Design z80_fetch_sequencer, sky130hd; sources not shown.
### Supply network

Bar = 20 um. Pins as bars on the die edge.
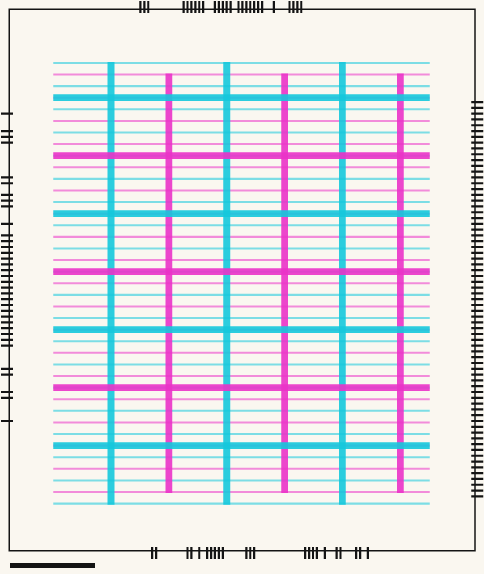
- cyan: VSS
- magenta: VDD
- met5 straps: 7
- rows: 38
- met1 rails: 39
- signal pins: 153
- met4 straps: 6
peak supply drop: 0.4158 mV
core area: 0.009129 mm^2
Die X-Extent: 108.9 um
Die Ht: 126.7 um

### Signal wires on met2

Bar = 20 um.
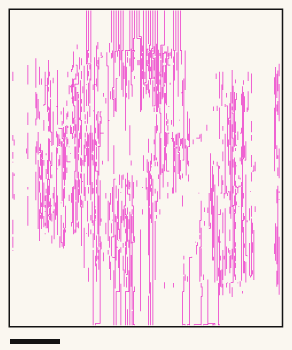
- longest straight run: 73.1 um
- wire length on this layer: 5920 um
DR vias: 3335
routed wire length: 11640 um
GR Util met2: 28.81%

### Clock wiring as the flow saved it

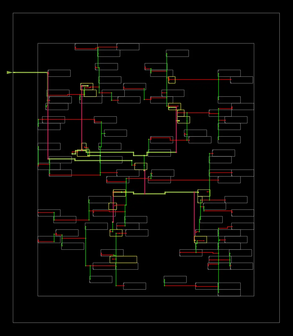
clock latency on the worst-skew pair: 0.36 ns
cts bufs inserted: 9
clock buf count: 10
Power Clock: 0.795 mW

### The metal 3 layer

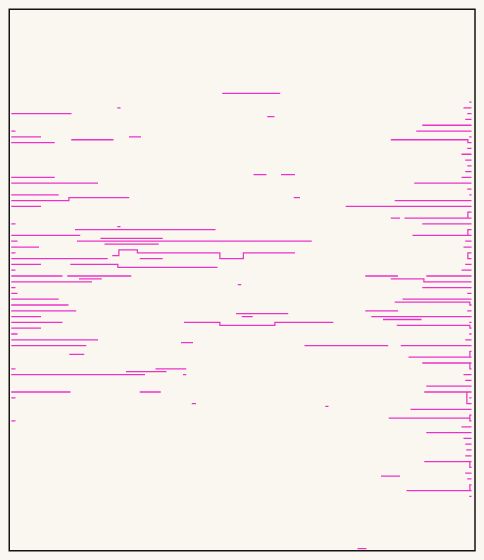
- longest straight run: 54.7 um
- nets with wire on the layer: 96
- main direction: horizontal
met3 usage: 6.383%

### Signal wires by layer

Bar = 20 um. Two of the layers only.
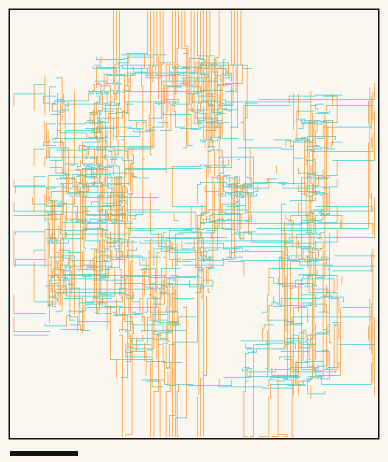
- orange: met2 (wire length 5920 um)
- cyan: met1 (wire length 4360 um)
GRT Resource Usage Total: 16.92%
routed wire length per instance: 18.41 um

==> results.py <==
# Metrics from the implementation run
metrics = {
    "setup_path": {
        "cp_slowest_cell": "dfrtp_1",
        "cp_num_buf_inv": 2,
        "worst-path-stages": 10,
        "worstSetupStartpointType": "flop",
        "path_class": "flop to output pin",
        "worst_r2r_path_depth": 11,
        "arrival_ns": 2.33,
        "reg2reg_slack_ns": 0.84,
        "max_stage_delay_ns": 0.44,
        "critical_path.endpoint_type": "output pin",
    },
    "floorplanning": {
        "ios": 153,
        "fp_util_pct": 46.72,
    },
    "placed_design": {
        "place.detailed.hpwl_um": 8430,
    },
    "grt": {
        "grt_max_degree": 51,
        "grt_pass1_wl_um": 18380,
        "grtUsageMet1_pct": 18.94,
    },
    "yosys": {
        "synth_top_cell_by_area": "dfrtp_1",
        "yosys_cells": 517,
        "top_cell": "nand2_1",
        "post_synth.cell_area_avg_um2": 8.250,
        "muxShareOfSynthArea_pct": 0,
        "syn_nets": 566,
        "ys_top_cells_by_count": "nand2_1, dfrtp_1, nand3_1, inv_1, buf_4",
        "synthCells": 517,
    },
    "flow_run": {
        "max-cap-violations": 0,
    },
    "power": {
        "p_int_mw": 2.466,
        "p_total_mw": 4.654,
        "p_comb_share_pct": 33.3,
        "maxPowerGroup": "sequential cells",
        "p_comb_mw": 1.55,
    },
    "final_timing": {
        "period_used_pct": 88.48,
        "finalHoldViolCount": 0,
        "setup_viol": 0,
    },
    "cts": {
        "h-tree-depth": 3,
        "post_cts_resized": 0,
    },
    "layout": {
        "buffer_area_share_pct": 6.494,
        "largestClassByArea": "sequential cells",
        "area_growth_pct": 6.600,
        "signal_buffers": 29,
        "lay_top_count": "nand2_1",
        "n_antenna_cell": 0,
        "regArea_mm2": 0.002102,
        "seq_share_pct": 46.23,
        "fin_cells": 632,
    },
    "routing": {
        "wl_met3_um": 1170,
        "drcViolationCount": 0,
        "top_layer": "met4",
        "first_pass_iters": 5,
        "wl_met1_um": 4363,
    },
    "outcome": {
        "outcome": "completed",
    },
}
Power and IR drop assume default switching activity.
